===== src/rtl/window_gen_pkg.sv =====
// Shared types and constants for the 3x3 window generator.
package window_gen_pkg;

    localparam int unsigned WIN_TAPS = 9;
    localparam int unsigned WIN_DIM  = 3;

    // Row-major tap indices: top-left, top-right, middle-right, centre, bottom-right.
    localparam int unsigned TAP_TL = 0;
    localparam int unsigned TAP_TR = 2;
    localparam int unsigned TAP_MR = 5;
    localparam int unsigned TAP_C  = 4;
    localparam int unsigned TAP_BR = 8;

    typedef enum logic {
        PRIME  = 1'b0,
        STREAM = 1'b1
    } state_t;

endpackage


===== src/rtl/window_gen_line_buf.sv =====
// One image line of storage: synchronous write, combinational read at the same address.
module window_gen_line_buf #(
    parameter int unsigned DEPTH = 64,
    parameter int unsigned WIDTH = 8,
    localparam int unsigned ADDR_W = $clog2(DEPTH)
) (
    input  logic              clk,
    input  logic              wr_en,
    input  logic [ADDR_W-1:0] addr,
    input  logic [WIDTH-1:0]  wdata,
    output logic [WIDTH-1:0]  rdata
);

    logic [WIDTH-1:0] mem [DEPTH];

    // Contents are never cleared; the consumer keeps stale lines from reaching its output.
    always_ff @(posedge clk) begin
        if (wr_en) begin
            mem[addr] <= wdata;
        end
    end

    assign rdata = mem[addr];

endmodule


===== src/rtl/window_gen_3x3.sv =====
// Raster pixel stream to 3x3 window stream with two line buffers and a valid/ready output.
// Optional WINDOW_GEN_MARKERS_EN adds registered end-of-line / end-of-frame window markers.
module window_gen_3x3
    import window_gen_pkg::*;
#(
    parameter int unsigned DATA_WIDTH = 8,
    parameter int unsigned IMG_WIDTH  = 64,
    parameter int unsigned IMG_HEIGHT = 64
) (
    input  logic                           clk,
    input  logic                           rst_n,
    input  logic [DATA_WIDTH-1:0]          pix_data,
    input  logic                           pix_sof,
    input  logic                           pix_valid,
    output logic                           pix_ready,
    output logic [DATA_WIDTH*WIN_TAPS-1:0] win_data,
    output logic                           win_valid,
`ifdef WINDOW_GEN_MARKERS_EN
    output logic                           win_eol,
    output logic                           win_eof,
`endif
    input  logic                           win_ready
);

    localparam int unsigned COL_W = $clog2(IMG_WIDTH);
    localparam int unsigned ROW_W = $clog2(IMG_HEIGHT);
    localparam int unsigned WIN_W = DATA_WIDTH * WIN_TAPS;

    state_t                state_q;
    state_t                state_d;
    logic [COL_W-1:0]      col_q;
    logic [ROW_W-1:0]      row_q;
    logic [COL_W-1:0]      acc_col_c;
    logic [ROW_W-1:0]      acc_row_c;
    logic                  accept_c;
    logic                  last_col_c;
    logic                  last_row_c;
    logic                  win_fire_c;
    logic [DATA_WIDTH-1:0] lb0_rd;
    logic [DATA_WIDTH-1:0] lb1_rd;
    logic [WIN_W-1:0]      sr_q;
    logic [WIN_W-1:0]      sr_d;

    assign pix_ready = !win_valid || win_ready;
    assign accept_c  = pix_valid && pix_ready;

    // Position of the pixel being accepted; sof resynchronises it to the frame origin.
    assign acc_col_c  = pix_sof ? '0 : col_q;
    assign acc_row_c  = pix_sof ? '0 : row_q;
    assign last_col_c = (acc_col_c == COL_W'(IMG_WIDTH - 1));
    assign last_row_c = (acc_row_c == ROW_W'(IMG_HEIGHT - 1));

    // lb0 holds row r-2, lb1 holds row r-1; each accept ages a column by one row.
    window_gen_line_buf #(
        .DEPTH (IMG_WIDTH),
        .WIDTH (DATA_WIDTH)
    ) u_lb0 (
        .clk   (clk),
        .wr_en (accept_c),
        .addr  (acc_col_c),
        .wdata (lb1_rd),
        .rdata (lb0_rd)
    );

    window_gen_line_buf #(
        .DEPTH (IMG_WIDTH),
        .WIDTH (DATA_WIDTH)
    ) u_lb1 (
        .clk   (clk),
        .wr_en (accept_c),
        .addr  (acc_col_c),
        .wdata (pix_data),
        .rdata (lb1_rd)
    );

    always_ff @(posedge clk or negedge rst_n) begin
        if (!rst_n) begin
            state_q <= PRIME;
        end else begin
            state_q <= state_d;
        end
    end

    always_comb begin
        state_d = state_q;
        if (accept_c) begin
            case (state_q)
                PRIME: begin
                    if (!pix_sof && last_col_c && (acc_row_c == ROW_W'(1))) begin
                        state_d = STREAM;
                    end
                end
                STREAM: begin
                    if (pix_sof || (last_col_c && last_row_c)) begin
                        state_d = PRIME;
                    end
                end
                default: state_d = PRIME;
            endcase
        end
    end

    // Window emission and the next shift-register contents (one new column per accept).
    always_comb begin
        win_fire_c = accept_c && !pix_sof && (state_q == STREAM) && (acc_col_c >= COL_W'(2));
        sr_d       = sr_q;
        for (int r = 0; r < int'(WIN_DIM); r++) begin
            sr_d[(TAP_TL + r*3)*DATA_WIDTH +: DATA_WIDTH]     = sr_q[(TAP_TL + r*3 + 1)*DATA_WIDTH +: DATA_WIDTH];
            sr_d[(TAP_TL + r*3 + 1)*DATA_WIDTH +: DATA_WIDTH] = sr_q[(TAP_TL + r*3 + 2)*DATA_WIDTH +: DATA_WIDTH];
        end
        sr_d[TAP_TR*DATA_WIDTH +: DATA_WIDTH] = lb0_rd;
        sr_d[TAP_MR*DATA_WIDTH +: DATA_WIDTH] = lb1_rd;
        sr_d[TAP_BR*DATA_WIDTH +: DATA_WIDTH] = pix_data;
    end

    always_ff @(posedge clk or negedge rst_n) begin
        if (!rst_n) begin
            col_q <= '0;
            row_q <= '0;
            sr_q  <= '0;
        end else if (accept_c) begin
            sr_q <= sr_d;
            if (last_col_c) begin
                col_q <= '0;
                row_q <= last_row_c ? '0 : acc_row_c + ROW_W'(1);
            end else begin
                col_q <= acc_col_c + COL_W'(1);
                row_q <= acc_row_c;
            end
        end
    end

    // Output register: a new window wins over a drain in the same cycle.
    always_ff @(posedge clk or negedge rst_n) begin
        if (!rst_n) begin
            win_valid <= 1'b0;
            win_data  <= '0;
`ifdef WINDOW_GEN_MARKERS_EN
            win_eol   <= 1'b0;
            win_eof   <= 1'b0;
`endif
        end else if (win_fire_c) begin
            win_valid <= 1'b1;
            win_data  <= sr_d;
`ifdef WINDOW_GEN_MARKERS_EN
            win_eol   <= last_col_c;
            win_eof   <= last_col_c && last_row_c;
`endif
        end else if (win_ready) begin
            win_valid <= 1'b0;
        end
    end

endmodule


===== config.mk =====
export PLATFORM = sky130hd
export DESIGN_NAME = window_gen_3x3
export DESIGN_NICKNAME = d
export VERILOG_FILES = /design/src/rtl/window_gen_pkg.sv /design/src/rtl/window_gen_line_buf.sv /design/src/rtl/window_gen_3x3.sv
export SDC_FILE = /design/constraint.sdc
export NUM_CORES = 1
export LEC_CHECK = 0
export CORE_MARGIN = 3
export CORE_UTILIZATION = 30
export CTS_CLUSTER_DIAMETER = 50
export DETAILED_ROUTE_END_ITERATION = 6
export PLACE_DENSITY = 0.5
export SKIP_LAST_GASP = 1
export SLEW_MARGIN = 20
export SYNTH_ARGS = -nofsm -noshare
export SYNTH_HDL_FRONTEND = slang
export SYNTH_SLANG_ARGS = --single-unit

===== constraint.sdc =====
create_clock -name clk -period 9.7 [get_ports clk]
set_input_delay 0.97 -clock clk [delete_from_list [all_inputs] [get_ports clk]]
set_output_delay 0.97 -clock clk [all_outputs]
set_load 0.1 [all_outputs]

Run 1, power grid:
Bar = 100 um. Pins as bars on the die edge.
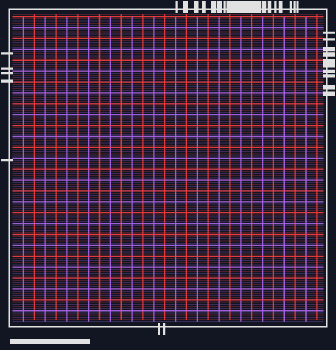
Red shows VDD. Purple shows VSS.
28 straps on met5. 28 straps on met4. 142 met1 rails follow the rows.
Max IR drop VDD: 0.163 mV
Core Box Area: 149,000 um2
Die Y: 395 um
Die X: 395 um

Run 1, placement by cell class:
Fill, decap, tap and diode cells in gray.
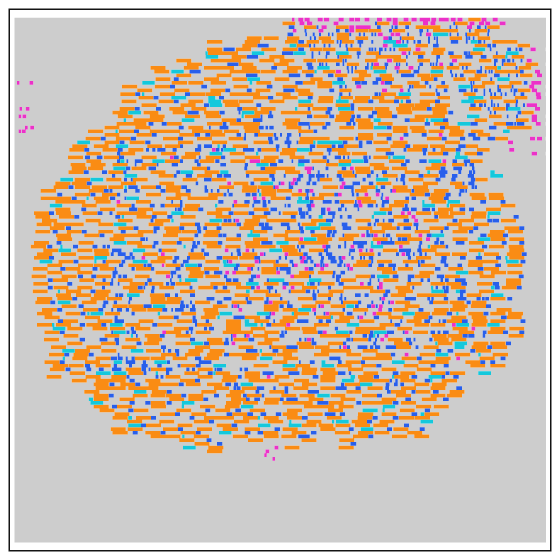
Cyan shows clock drivers and dummy loads, cells 237, share of their area 8.2%. Blue shows combinational and other logic, cells 1,453, share of their area 21%. Magenta shows remaining buffers and delay cells, cells 208, share of their area 3.5%. Orange shows sequential cells, cells 1,158, share of their area 68%.
fin area: 52,900 um2
flop share of the area: 0.644
fin util: 0.356
std cell rows: 141

Run 1, clock network drawn from the DEF:
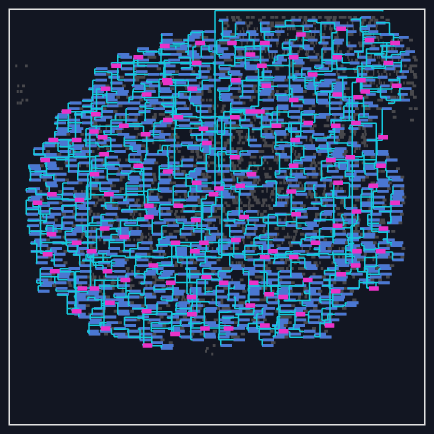
Blue shows flip-flops, count 1,158. Magenta shows clock drivers, count 131. Cyan shows clock wires, length 14,600 um.
There are 132 routed clock nets.
Skew-Pair Late Insertion Delay: 750 ps
P_clk: 4.82 mW

-- run 1: per-stage QoR --
stage / util / instance area (um2) / worst slack [ps] / hold slack (ps) / total power [mW]
2_1_floorplan: - / 45300 / 5660 / 439 / 6.70
3_3_place_gp: 0.327 / 48800 / 4030 / 449 / 7.37
3_5_place_dp: 0.328 / 48800 / 3900 / 451 / 7.38
4_1_cts: 0.355 / 52900 / 4360 / 180 / 12.2
5_1_grt: 0.355 / 52900 / 4070 / 233 / 12.5
6_report: 0.356 / 52900 / 4450 / 206 / 12.1
-- run 1: routing by layer --
| metal | track usage | wire length (um) |
|---|---|---|
| met1 | 0.252 | 62000 |
| met2 | 0.269 | 63600 |
| met3 | 0.0378 | 11000 |
| met4 | 0.0599 | 4090 |
| met5 | 0 | 0 |
==> deck_impl_summary.md, run 1 <==
Flow Results at a Glance

Setup path
  – Levels on crit path: 8
  – Critical Path Sink: win_data[42]$_DFFE_PN0P_
  – Crit path capture type: flip-flop
  – Crit-path cells: buf_12 > buf_4 > mux2i_1 > o22ai_1 > a2111oi_1 > o22ai_1 > or4_4 > mux2_4
  – CP Launch Point: col_q[0]$_DFFE_PN0P_
  – RR Endpoint: win_data[42]$_DFFE_PN0P_
  – Startpoint types: flip-flop
  – Worst r2r path cells: 8
  – Crit path DRT: between 10,000 and 15,000 ps
  – Largest stage delay on the critical path: 940 ps

CTS
  – Clk slew on worst S/H paths: about 60 ps
  – CTS H-tree depth: 4
  – Sink Count: approximately 1,200
  – Post-CTS sizing: 0
  – Cts bufs inserted: 131
  – CTS Buffer Depth: 3

Pwr
  – Comb group: 1.45 mW
  – P_sw: 3.16 mW
  – Sequential logic power: between 5 and 6 mW
  – Seq pwr share: 0.482
  – Top pwr grp: sequential cells
  – Pwr dens: approximately 230 nW/um2
  – Pleak: 18.6 nW

Final timing
  – Setup violators final: 0
  – Fin crit share: 0.541
  – RSZ-0062 raised after global routing: false
  – Worst-margin pin slew: 1230 ps
  – Setup_tns: 0 ps
  – Final Hold Fails: 0
  – Rel. slew slack: 0.157
  – Final Skew: 27.9 ps

Final layout
  – Largest class: sequential cells
  – Register area: about 34,000 um2
  – Share of cells above drive strength 1: 0.152
  – Top flop regs: u_lb0.mem (512), u_lb1.mem (512), win_data (72)
  – Commonest Layout Cell: edfxtp_1
  – Seq cells: 1,158
  – Nets: between 2,000 and 3,000
  – Non-clock buffer instance count of the final layout: 208
  – Logic area: 10,400 um2
  – ClkCell Share: 0.0785
  – Post-route insts no fill: 5,061
  – Antenna cells: 3
  – Clkbuf count: 185
  – Non-clk buf share: 0.0330

Yosys
  – Simple Share, Synth: 0.0626
  – Top post-synthesis cells by count: 1,024 x edfxtp_1, 317 x nand2_1, 249 x mux2i_1
  – Gate Count Post-Synth: ~2,800
  – Ys flop type: edfxtp_1
  – Mux area share: 0.0911
  – Top cells, area: edfxtp_1 68%, dfrtp_1 7.4%, mux2i_1 5.5%, nand2_1 2.6%, mux2_2 1.7%
  – Flops & latches, synth: between 1,000 and 1,500
  – Area leader, netlist: edfxtp_1
  – Complex Gates by Area: 0.0734
  – Yosys warns: 0
  – Yosys top cell area share: 0.679
  – Post-synthesis xor/xnor area fraction: 0
  – Synthesized area: about 45,000 um2
  – Distinct cell type count after synthesis: 76
  – Yosys stat cell total: about 2,800

Global routing
  – Remaining global-route overflow: 0
  – Initial antenna violation count: 1
  – Vias in the first global route: 25,400

Detailed routing
  – Iteration-0 DRC Markers: 3,069
  – Vias per inst: 5.15
  – DR vias: 26,100
  – DRT antenna net count: 0
  – Total wire length: 141,000 um
  – Post-route DRC: 0

Floorplanning
  – Tapcells inserted: 2,002
  – I/O pin cnt: 87
  – Die area: 156,000 um2

Flow run
  – MaxCap Viol Count: 0
  – Tool warnings: 27

Place
  – DP HPWL: between 80,000 and 90,000 um
  – PortBufs: 86
  – Cells after DPL: roughly 4,800

Run status
  – Outcome: completed

Worst hold path
  – Hold crit path type: primary input to async pin
==> run 1 -> run 2 <==
==> constraint.sdc (replaced) <==
create_clock -name clk -period 5 [get_ports clk]
set_input_delay 0.5 -clock clk [delete_from_list [all_inputs] [get_ports clk]]
set_output_delay 0.5 -clock clk [all_outputs]
set_load 0.1 [all_outputs]
Run 2, clock wiring as the flow saved it:
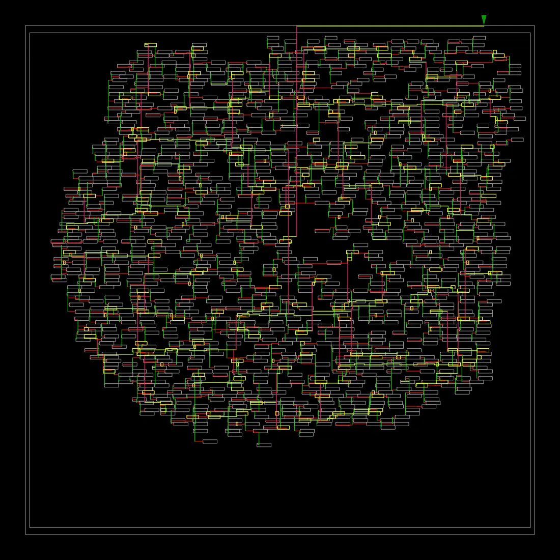
P_clk: 9.73 mW
clkbuf count: 173

Run 2, placement by cell class:
Fill, decap, tap and diode cells in gray.
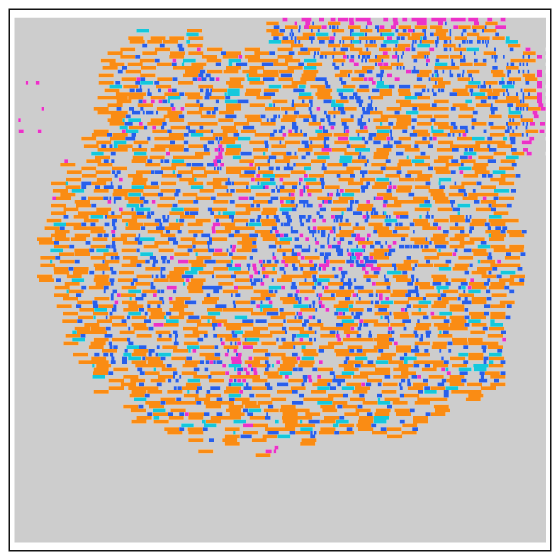
Cyan shows clock drivers and dummy loads, cells 239, share of their area 8.5%. Blue shows combinational and other logic, cells 1,453, share of their area 20%. Orange shows sequential cells, cells 1,158, share of their area 66%. Magenta shows remaining buffers and delay cells, cells 306, share of their area 5.1%.
fin util: 0.363
fin area: 54,100 um2

Run 2, metal layers overlaid:
Bar = 100 um. Only two layers are drawn.
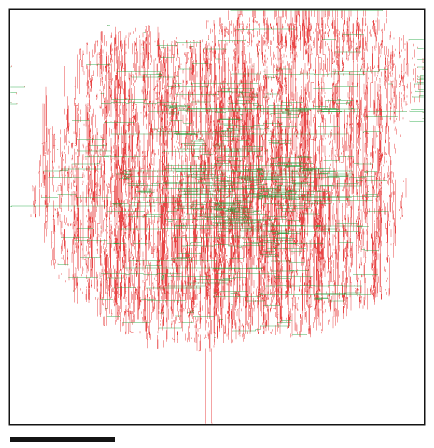
Green shows metal 3, wire length 10,900 um. Red shows metal 2, wire length 63.7 mm.
total wire length: 141,000 um
DR vias: 26,300

==> run 2 against run 1 <==
  * Core utilization rose by 0.76 points
  * Critical path type unchanged
  * Via count is 0.98% higher
  * Worst setup slack worse by 4300 ps
  * Largest cell class unchanged
==> deck_impl_summary.md, run 2 <==
Flow Results at a Glance

Detailed routing
  – Max Used Layer: met5
  – DRT antenna net count: 0 (unchanged)
  – Vias per inst: 5.10 (-1.0%)
  – Wl on met1: 61,600 um (-0.59%)
  – Iteration-0 DRC Markers: 3,012 (-1.9%)
  – Metal3 WL: 10,900 um (-0.91%)
  – Post-route DRC: 0 (unchanged)

Pwr
  – P_sw: 6.29 mW (+99%)
  – Max IR drop VDD: 0.333 mV (+100%)
  – PnR Total Power: 24.1 mW (+99%)
  – Seq pwr share: 0.469 (-0.013)
  – Pleak: 19.3 nW (+3.5%)
  – Pwr dens: 446 nW/um2 (+95%)

Global routing
  – Remaining global-route overflow: 0 (unchanged)
  – GR Util met2: 0.269 (unchanged)
  – Gr busiest metal: met2
  – Initial antenna violation count: 8 (+7)
  – Met1 GRT Util: 0.247 (-0.00572)

Floorplanning
  – Die Y: 395 um (unchanged)
  – Die area: 156,000 um2 (unchanged)
  – I/O pin cnt: 87 (unchanged)
  – Tapcells inserted: 2,002 (unchanged)
  – Die X: 395 um (unchanged)

Yosys
  – Synthesized area: 45,300 um2 (unchanged)
  – Flops & latches, synth: 1,158 (unchanged)
  – Top cells, area: edfxtp_1 68%, dfrtp_1 7.4%, mux2i_1 5.5%, nand2_1 2.6%, mux2_2 1.7%
  – Gate Count Post-Synth: 2,785 (unchanged)
  – Area leader, netlist: edfxtp_1
  – Ys flop type: edfxtp_1
  – Top post-synthesis cells by count: 1,024 x edfxtp_1, 317 x nand2_1, 249 x mux2i_1
  – Yosys stat cell total: 2,785 (unchanged)
  – Yosys top cell area share: 0.679 (unchanged)

Final layout
  – Non-clock buffer instance count of the final layout: 306 (+47%)
  – ClkCell Share: 0.0813 (+0.00280)
  – Nets: 3,066 (+3.4%)
  – Share of cells above drive strength 1: 0.182 (+0.0300)
  – Commonest Layout Cell: edfxtp_1
  – Antenna cells: 6 (+3)
  – Seq cells: 1,158 (unchanged)

Setup path
  – Worst r2r path cells: 9 (+1)
  – Critical Path Sink: win_data[46]$_DFFE_PN0P_
  – RR Endpoint: win_data[46]$_DFFE_PN0P_
  – CP Launch Point: col_q[0]$_DFFE_PN0P_
  – Levels on crit path: 9 (+1)

Flow run
  – MaxCap Viol Count: 0 (unchanged)

CTS
  – Skew-Pair Late Insertion Delay: 750 ps (about the same)
  – Cts bufs inserted: 134 (+2.3%)
  – CTS H-tree depth: 4 (unchanged)
  – Sink Count: 1,158 (unchanged)

Final timing
  – RSZ-0062 raised after global routing: false
  – Setup violators final: 0 (unchanged)
  – Worst-margin pin slew: 1170 ps (-59.5 ps)
  – Final Hold Fails: 0 (unchanged)
  – Final Skew: 32.2 ps (+4.33 ps)
  – Fin crit share: 0.975 (+0.434)

Worst hold path
  – Hold crit path type: primary input to flip-flop

Place
  – Placed cell area: 49,600 um2 (+1.8%)
  – DP HPWL: 87,800 um (+5.5%)
  – PortBufs: 86 (unchanged)

Run status
  – Outcome: completed
## run 2: logic make-up after synthesis
family / Yosys count / synth area share
flops: 1158 / 0.753
compound gates: 454 / 0.0734
simple gates: 629 / 0.0626
buf+inv: 182 / 0.0201
mux: 362 / 0.0911
## run 2: stage by stage
stage	worst slack, ps	hold slack [ps]	std cells
detailed placement	304	458	4918
global placement	-189	448	4918
finish	123	283	5164
floorplan	1210	204	2785
global route	159	254	5158
CTS	297	208	5158
## run 2: power by group through the flow
| stage | Sequential [mW] | Clock (mW) | Combinational [mW] |
|---|---|---|---|
| finish | 11.3 | 9.73 | 3.07 |
| CTS | 11.3 | 9.93 | 3.08 |
| global placement | 11.5 | 0 | 3.06 |
| global route | 11.3 | 10.3 | 3.25 |
| detailed placement | 11.5 | 0 | 3.07 |
| floorplan | 11.4 | 0 | 1.60 |
Power is estimated from default activity; no workload was simulated.
